===== src/rtl/sd_pkg.sv =====
// Shared definitions for the SD sector buffer: FSM encoding and geometry constants.
package sd_pkg;

    localparam int SD_SECTOR_WORDS16 = 256;
    localparam int SD_BUF_AW         = 7;

    typedef enum logic [2:0] {
        ST_IDLE      = 3'd0,
        ST_ISSUE     = 3'd1,
        ST_WAIT_BUSY = 3'd2,
        ST_FILL      = 3'd3,
        ST_FINISH    = 3'd4
    } sd_state_e;

endpackage


===== src/rtl/sd_buf_ram.sv =====
// Simple dual-port sector RAM: one write port, one registered read port (block-RAM style).
module sd_buf_ram #(
    parameter int AW = 7,
    parameter int DW = 32
) (
    input  logic          sys_clk_shift,
    input  logic          sys_rst_n,
    input  logic          we,
    input  logic [AW-1:0] waddr,
    input  logic [DW-1:0] wdata,
    input  logic [AW-1:0] raddr,
    output logic [DW-1:0] rdata
);

    logic [DW-1:0] mem [2**AW];

    // NOTE: the array has no reset branch on purpose; a reset loop over every word
    // would stop the array mapping onto block RAM.
    always_ff @(posedge sys_clk_shift) begin
        if (we) begin
            mem[waddr] <= wdata;
        end
    end

    // Same-address read and write in one cycle returns the old word.
    always_ff @(posedge sys_clk_shift or negedge sys_rst_n) begin
        if (!sys_rst_n) begin
            rdata <= '0;
        end else begin
            rdata <= mem[raddr];
        end
    end

endmodule


===== src/rtl/sd_sector_buffer.sv =====
// CPU-side sector buffer: requests a sector from the SD reader, packs 16-bit words into 32-bit RAM.
// Optional macro SD_SECTOR_CACHE_EN: a repeat request for the valid sector completes without a reload.
module sd_sector_buffer
    import sd_pkg::*;
#(
    parameter int WORDS16       = SD_SECTOR_WORDS16,
    parameter int START_TIMEOUT = 1024,
    parameter int AW            = SD_BUF_AW
) (
    input  logic          sys_clk_shift,
    input  logic          sys_rst_n,
    input  logic          req,
    input  logic [31:0]   req_sector,
    output logic          busy,
    output logic          done,
    output logic          err,
    output logic          rd_en,
    output logic [31:0]   rd_addr,
    input  logic          rd_busy,
    input  logic          rd_data_en,
    input  logic [15:0]   rd_data,
    input  logic [AW-1:0] buf_raddr,
    output logic [31:0]   buf_rdata,
    output logic          buf_valid,
    output logic [31:0]   cur_sector
);

    localparam int WCW = $clog2(WORDS16 + 1);
    localparam int TW  = $clog2(START_TIMEOUT);
    localparam logic [WCW-1:0] WCNT_FULL = WCW'(WORDS16);
    localparam logic [TW-1:0]  TCNT_LAST = TW'(START_TIMEOUT - 1);

    sd_state_e      state_q;
    sd_state_e      state_d;
    logic [WCW-1:0] wcnt;
    logic [TW-1:0]  tcnt;
    logic [15:0]    hi_half;
    logic           overrun;
    logic           rd_busy_q;

    logic accept;
    logic cache_hit;
    logic start_load;
    logic issuing;
    logic timeout;
    logic busy_fall;
    logic fill_ok;
    logic strobe;
    logic ram_we;

`ifdef SD_SECTOR_CACHE_EN
    assign cache_hit = buf_valid && (req_sector == cur_sector);
`else
    assign cache_hit = 1'b0;
`endif

    assign accept     = (state_q == ST_IDLE) && req;
    assign start_load = accept && !cache_hit;
    assign issuing    = (state_q == ST_ISSUE) || (state_q == ST_WAIT_BUSY);
    assign timeout    = !rd_busy && (tcnt == TCNT_LAST);
    assign busy_fall  = rd_busy_q && !rd_busy;
    assign fill_ok    = (wcnt == WCNT_FULL) && !overrun;
    assign strobe     = (state_q == ST_FILL) && rd_data_en;
    assign ram_we     = strobe && (wcnt != WCNT_FULL) && wcnt[0];

    // NOTE: sequential state uses non-blocking assignments so every register
    // samples pre-edge values regardless of process ordering.
    always_ff @(posedge sys_clk_shift or negedge sys_rst_n) begin
        if (!sys_rst_n) begin
            state_q <= ST_IDLE;
        end else begin
            state_q <= state_d;
        end
    end

    // NOTE: state_d gets a default before the case so no path infers a latch.
    always_comb begin
        state_d = state_q;
        case (state_q)
            ST_IDLE: begin
                if (req) begin
                    state_d = cache_hit ? ST_FINISH : ST_ISSUE;
                end
            end
            ST_ISSUE, ST_WAIT_BUSY: begin
                if (rd_busy) begin
                    state_d = ST_FILL;
                end else if (timeout) begin
                    state_d = ST_IDLE;
                end else begin
                    state_d = ST_WAIT_BUSY;
                end
            end
            ST_FILL: begin
                if (busy_fall) begin
                    state_d = ST_FINISH;
                end
            end
            ST_FINISH: state_d = ST_IDLE;
            default:   state_d = ST_IDLE;
        endcase
    end

    always_comb begin
        busy  = (state_q != ST_IDLE);
        rd_en = issuing;
        done  = (state_q == ST_FINISH) && fill_ok;
    end

    // Fill datapath: strobes past a full sector only raise overrun.
    always_ff @(posedge sys_clk_shift or negedge sys_rst_n) begin
        if (!sys_rst_n) begin
            wcnt      <= '0;
            tcnt      <= '0;
            hi_half   <= '0;
            overrun   <= 1'b0;
            rd_busy_q <= 1'b0;
        end else begin
            rd_busy_q <= rd_busy;
            if (start_load) begin
                wcnt    <= '0;
                tcnt    <= '0;
                overrun <= 1'b0;
            end else begin
                if (issuing) begin
                    tcnt <= tcnt + 1'b1;
                end
                if (strobe) begin
                    if (wcnt == WCNT_FULL) begin
                        overrun <= 1'b1;
                    end else begin
                        if (!wcnt[0]) begin
                            hi_half <= rd_data;
                        end
                        wcnt <= wcnt + 1'b1;
                    end
                end
            end
        end
    end

    always_ff @(posedge sys_clk_shift or negedge sys_rst_n) begin
        if (!sys_rst_n) begin
            rd_addr    <= '0;
            cur_sector <= '0;
            buf_valid  <= 1'b0;
            err        <= 1'b0;
        end else if (accept) begin
            rd_addr    <= req_sector;
            cur_sector <= req_sector;
            err        <= 1'b0;
            if (!cache_hit) begin
                buf_valid <= 1'b0;
            end
        end else if (issuing && timeout) begin
            err <= 1'b1;
        end else if (state_q == ST_FINISH) begin
            buf_valid <= fill_ok;
            if (!fill_ok) begin
                err <= 1'b1;
            end
        end
    end

    // The first word of each pair lands in bits 31:16.
    sd_buf_ram #(
        .AW (AW),
        .DW (32)
    ) u_ram (
        .sys_clk_shift (sys_clk_shift),
        .sys_rst_n     (sys_rst_n),
        .we            (ram_we),
        .waddr         (wcnt[AW:1]),
        .wdata         ({hi_half, rd_data}),
        .raddr         (buf_raddr),
        .rdata         (buf_rdata)
    );

endmodule

===== config.mk =====
export PLATFORM = sky130hd
export DESIGN_NAME = sd_sector_buffer
export DESIGN_NICKNAME = d
export VERILOG_FILES = /design/src/rtl/sd_pkg.sv /design/src/rtl/sd_buf_ram.sv /design/src/rtl/sd_sector_buffer.sv
export SDC_FILE = /design/constraint.sdc
export NUM_CORES = 2
export LEC_CHECK = 0
export ABC_CLOCK_PERIOD_IN_PS = 5300
export CAP_MARGIN = 20
export CORE_ASPECT_RATIO = 0.7
export CORE_UTILIZATION = 34
export CTS_CLUSTER_DIAMETER = 30
export CTS_CLUSTER_SIZE = 20
export DETAILED_ROUTE_END_ITERATION = 10
export DONT_BUFFER_PORTS = 1
export SETUP_SLACK_MARGIN = 0.15
export SLEW_MARGIN = 0
export SYNTH_ARGS = -nofsm -noshare
export SYNTH_HDL_FRONTEND = slang
export SYNTH_SLANG_ARGS = --single-unit

===== constraint.sdc =====
create_clock -name sys_clk_shift -period 5.3 [get_ports sys_clk_shift]
set_clock_uncertainty 0.2 [all_clocks]
set_input_delay 1.06 -clock sys_clk_shift [delete_from_list [all_inputs] [get_ports sys_clk_shift]]
set_output_delay 1.06 -clock sys_clk_shift [all_outputs]
set_load 0.02 [all_outputs]

layer_met1.png
(1 px per micron) Supply wires on this layer in gray.
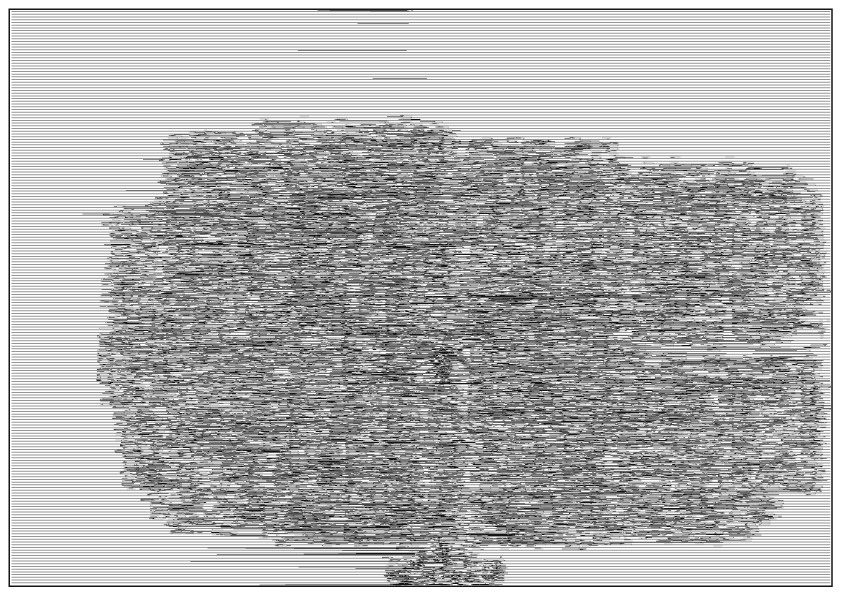
nets with wire on the layer: 6797
wire length on this layer: 185 mm
share of all routed wire: 41%
longest straight run: 248 microns
main direction: horizontal
met1 GRT Util: 26.6%
via count: 75.6k
final wirelength: 447000 microns

io_fan.png
(1 px per micron)
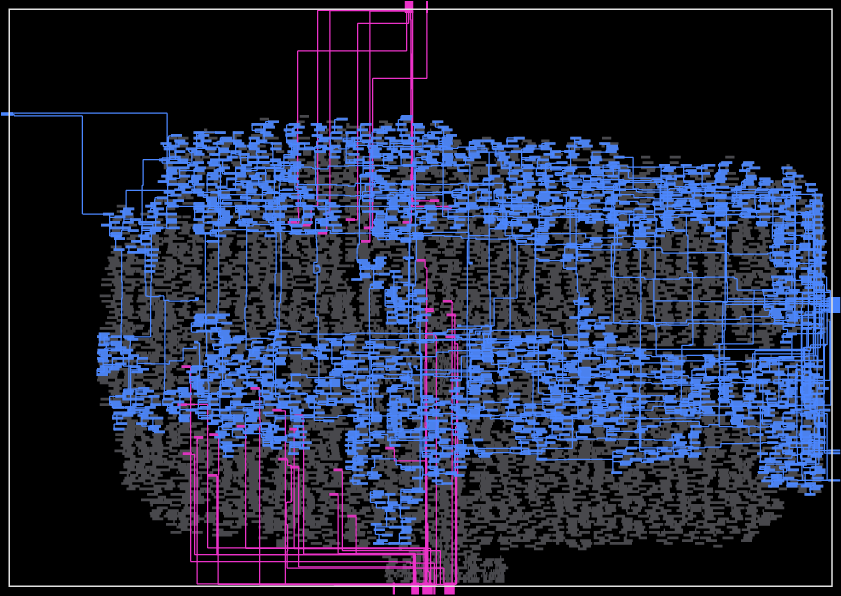
| port | color | direction | end cells | buffers | wire |
|---|---|---|---|---|---|
| `rd_data` | blue | input | 2064 | 24 | 37.6 mm |
| `buf_rdata` | magenta | output | 32 | 0 | 9240 microns |
# IOs: 161
Port Buf Inserts: 0

placement_by_type.png
(1 px per micron)
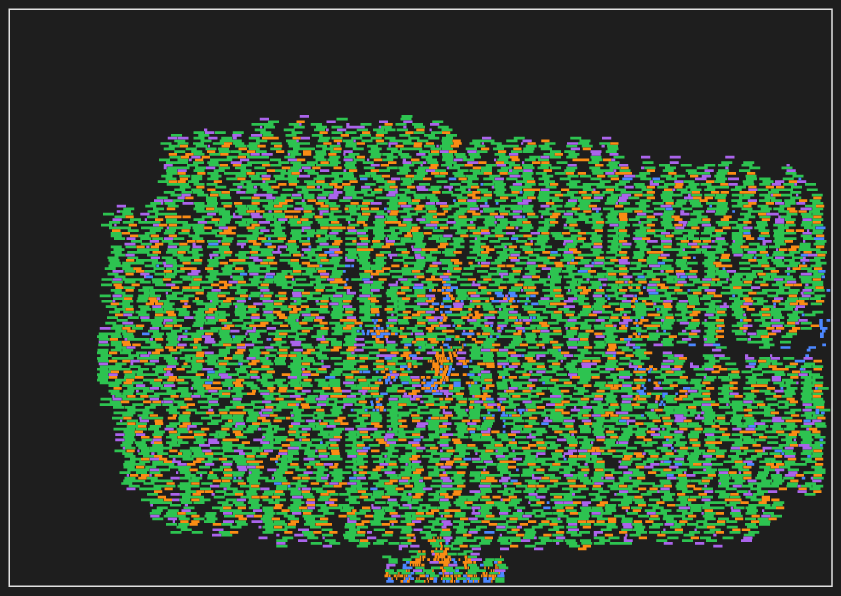
| class | color | cells | share of their area |
|---|---|---|---|
| combinational and other logic | orange | 1758 | 18% |
| remaining buffers and delay cells | blue | 351 | 2.2% |
| clock drivers and dummy loads | purple | 1053 | 11% |
| sequential cells | green | 4202 | 69% |
Core Box Area: 468000 sq um
Final Core Density: 40.9%
flop share of the area: 65.7%
placement row count: 210

placement.png
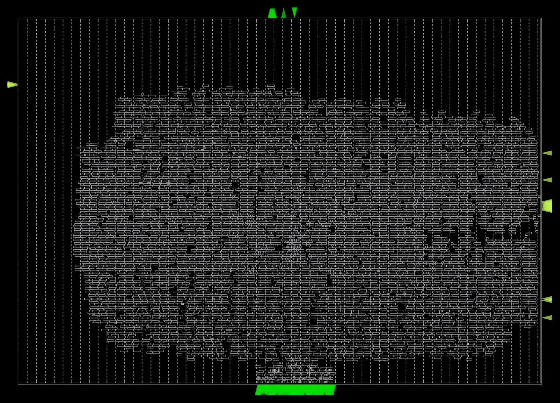
registers: 4202
Tapcells: 6254
Fill cells: 39.8k
final instance count without filler cells: 13.7k

cell_density.png
(0.5 px per micron) 21 x 14 tiles, from dark blue (low) to red (high), 0 to 100% covered.
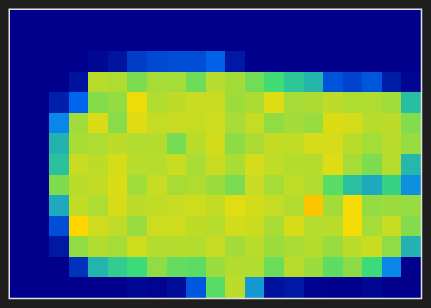
emptiest ninth of the die: top left
tiles over 75% full: 0.70%
nearly empty tiles: 32%
mean over tiles: 39%
Initial Util: 34.2%

==> job_summary.md <==
### Yosys + OpenROAD results

| Metric | Value |
|---|---|
| Hold path endpoint | `u_ram.mem[8][5]$_DFFE_PP_` |
| Final setup violation count | `0` |
| Drt drc | `0` |
| Area delta synth->final | `19.8%` |
| Net Sw Power | `0.0202 W` |
| Final hold viol count | `0` |
| Yosys Instances | `6330` |
| Synthesized area | `160000 sq um` |
| Fraction of registers with async set/reset | `2.52%` |
| Startpoint Class | `input pin` |
| Register share of total power | `47.8%` |
| Pwr Density | `between 400 and 500 nW/um^2` |
| Clock Tree Root | `clkbuf_16` |
| Tcrit/Tclk final | `88.0%` |
| Status | `finished with violations` |
| Mapped Cells | `6330` |
| Commonest Layout Cell | `edfxtp_1` |
| Tool warning count | `109` |
| Switching share of power | `23.4%` |
| #FFs+latches synth | `4202` |
| Peak VDD IR | `0.423 mV` |
| Setup_tns | `0 ns` |
| First-pass GRT wire length | `613000 microns` |
| Worst-Skew Late Latency | `0.98 ns` |
| Post-synth EDFFs | `4096` |
| Clock-pin slew on the worst setup and hold paths | `0.05 ns` |
| Htree depth | `6` |
| Gpl congestion | `0.787` |
| Die width | `821 microns` |
| Worst r2r path cells | `7` |
| Final slew viol count | `46` |
| Nets@finish | `6953` |
| Overflow after GRT | `0` |
| Layout cell share with drive strength beyond 1 | `between 30% and 40%` |
| DP Worst Slack | `-0.355 ns` |
| Via-per-instance ratio | `5.51` |
| Clock group | `0.0401 W` |
| Combinational fraction of design power | `5.7%` |
| Main flop type | `edfxtp_1` |
| Number of nets at floorplan | `6393` |
| Pwr top | `sequential cells` |
| DR pass1 iterations | `5` |
| Yosys cell types | `39` |
| Setup bufs post-CTS | `0` |
| Max cap viols | `0` |
| Lkg Pwr | `just under 60 nW` |
| Area of the chip | `around 470000 sq um` |
| Unrepaired setup endpoints after global routing | `no` |
| Worst Tran Pin Value | `1.55 ns` |
| Crit path DRT | `5.93 ns` |
| GR Util All Layers | `a little under a fifth` |
| Sequential power | `0.0412 W` |
| Initial antenna violation count | `a little under 70` |
| Total combinational power | `0.00491 W` |
| Hold Startpoint | `rd_data[5]` |
| Post-DP HPWL | `236000 microns` |
| Ys Warns | `0` |
| Sinks on Clock Net | `around 4.2k` |
| Detail Route Antenna Nets | `0` |
| Clock buffer depth | `4` |
| Failing checks | `max-slew violations` |
stage by stage:
step	cell area, sq um	util (%)	total power [W]	instances
6_report	191000	40.9	0.0863	13700
5_1_grt	191000	40.9	0.0885	13600
4_1_cts	191000	40.9	0.0866	13600
3_5_place_dp	170000	36.4	0.0466	12500
3_3_place_gp	170000	36.4	0.0462	12500
2_1_floorplan	160000	-	0.0440	6330
flip-flops by register name, summed over array words and instances (netlist names), 3 cells and up:
| register | count |
|---|---|
| u_ram.mem | 4096 |
| cur_sector | 32 |
| u_ram.rdata | 32 |
| hi_half | 16 |
| tcnt | 10 |
| wcnt | 9 |
| state_q | 3 |
cells in the mapped netlist (4+ instances only):
library cell / instances / area [sq um]
nor2_1: 142 / 533
nand2_1: 115 / 432
mux4_2: 1344 / 30300
and2_1: 5 / 31.3
nand3_1: 13 / 65.1
inv_1: 8 / 30.0
buf_2: 79 / 395
o21ai_0: 13 / 65.1
xnor2_1: 6 / 52.6
buf_1: 42 / 158
mux2_2: 48 / 541
buf_4: 35 / 263
clkbuf_1: 212 / 796
or4_1: 7 / 52.6
nor2b_1: 4 / 25.0
nand4_1: 5 / 31.3
edfxtp_1: 4096 / 123000
a21oi_1: 12 / 60.1
or3_1: 9 / 56.3
dfrtp_1: 106 / 2650
layout make-up:
| type | count | area [sq um] | area share (%) |
|---|---|---|---|
| Inverter | 8 | 30.0 | 0.0157 |
| Clock inverter | 400 | 4920 | 2.57 |
| Sequential cell | 4202 | 126000 | 65.7 |
| Antenna cell | 106 | 265 | 0.139 |
| Timing Repair Buffer | 351 | 4060 | 2.12 |
| Tap cell | 6254 | 7830 | 4.09 |
| Multi-Input combinational cell | 1750 | 33400 | 17.5 |
| Clock buffer | 653 | 15200 | 7.96 |
critical path, delay by kind of cell:
| kind | cells | cell delay (ns) |
|---|---|---|
| buf+inv | 2 | 1.71 |
| mux | 4 | 1.85 |
per-layer routing:
layer	global-route usage (%)	vias up	part of all wire, %
met1	26.6	41500	41
li1	-	29000	-
met4	4.11	54	2.1
met5	0	-	0.069
met2	26.7	4370	43
met3	7.25	628	13
worst max-delay path by stage:
stage	start	slack [ns]	to	depth (start not counted)
after floorplan	rd_data_en	0.81	u_ram.mem[48][0]$_DFFE_PP_	7
after global placement	buf_raddr[2]	-0.21	u_ram.rdata[29]$_DFF_PN0_	6
after detailed placement	buf_raddr[2]	-0.36	u_ram.rdata[5]$_DFF_PN0_	7
after CTS	wcnt[1]$_DFFE_PN0P_	0.67	done	4
after global routing	buf_raddr[2]	0.61	u_ram.rdata[11]$_DFF_PN0_	7
final	buf_raddr[2]	0.64	u_ram.rdata[29]$_DFF_PN0_	6
cell families (layout without fill, tap and decap cells):
family | count (synthesis) | count (layout) | synth area share (%)
other | 0 | 106 | 0
DFF | 4202 | 4202 | 78.7
AOI/OAI and AO/OA | 33 | 33 | 0.117
and+or+nand+nor | 314 | 314 | 0.836
buffers and inverters | 378 | 1412 | 1.04
adders and majority gates | 3 | 3 | 0.0235
xor gates and xnor gates | 8 | 8 | 0.0439
muxes | 1392 | 1392 | 19.3
Power and IR drop assume default switching activity.
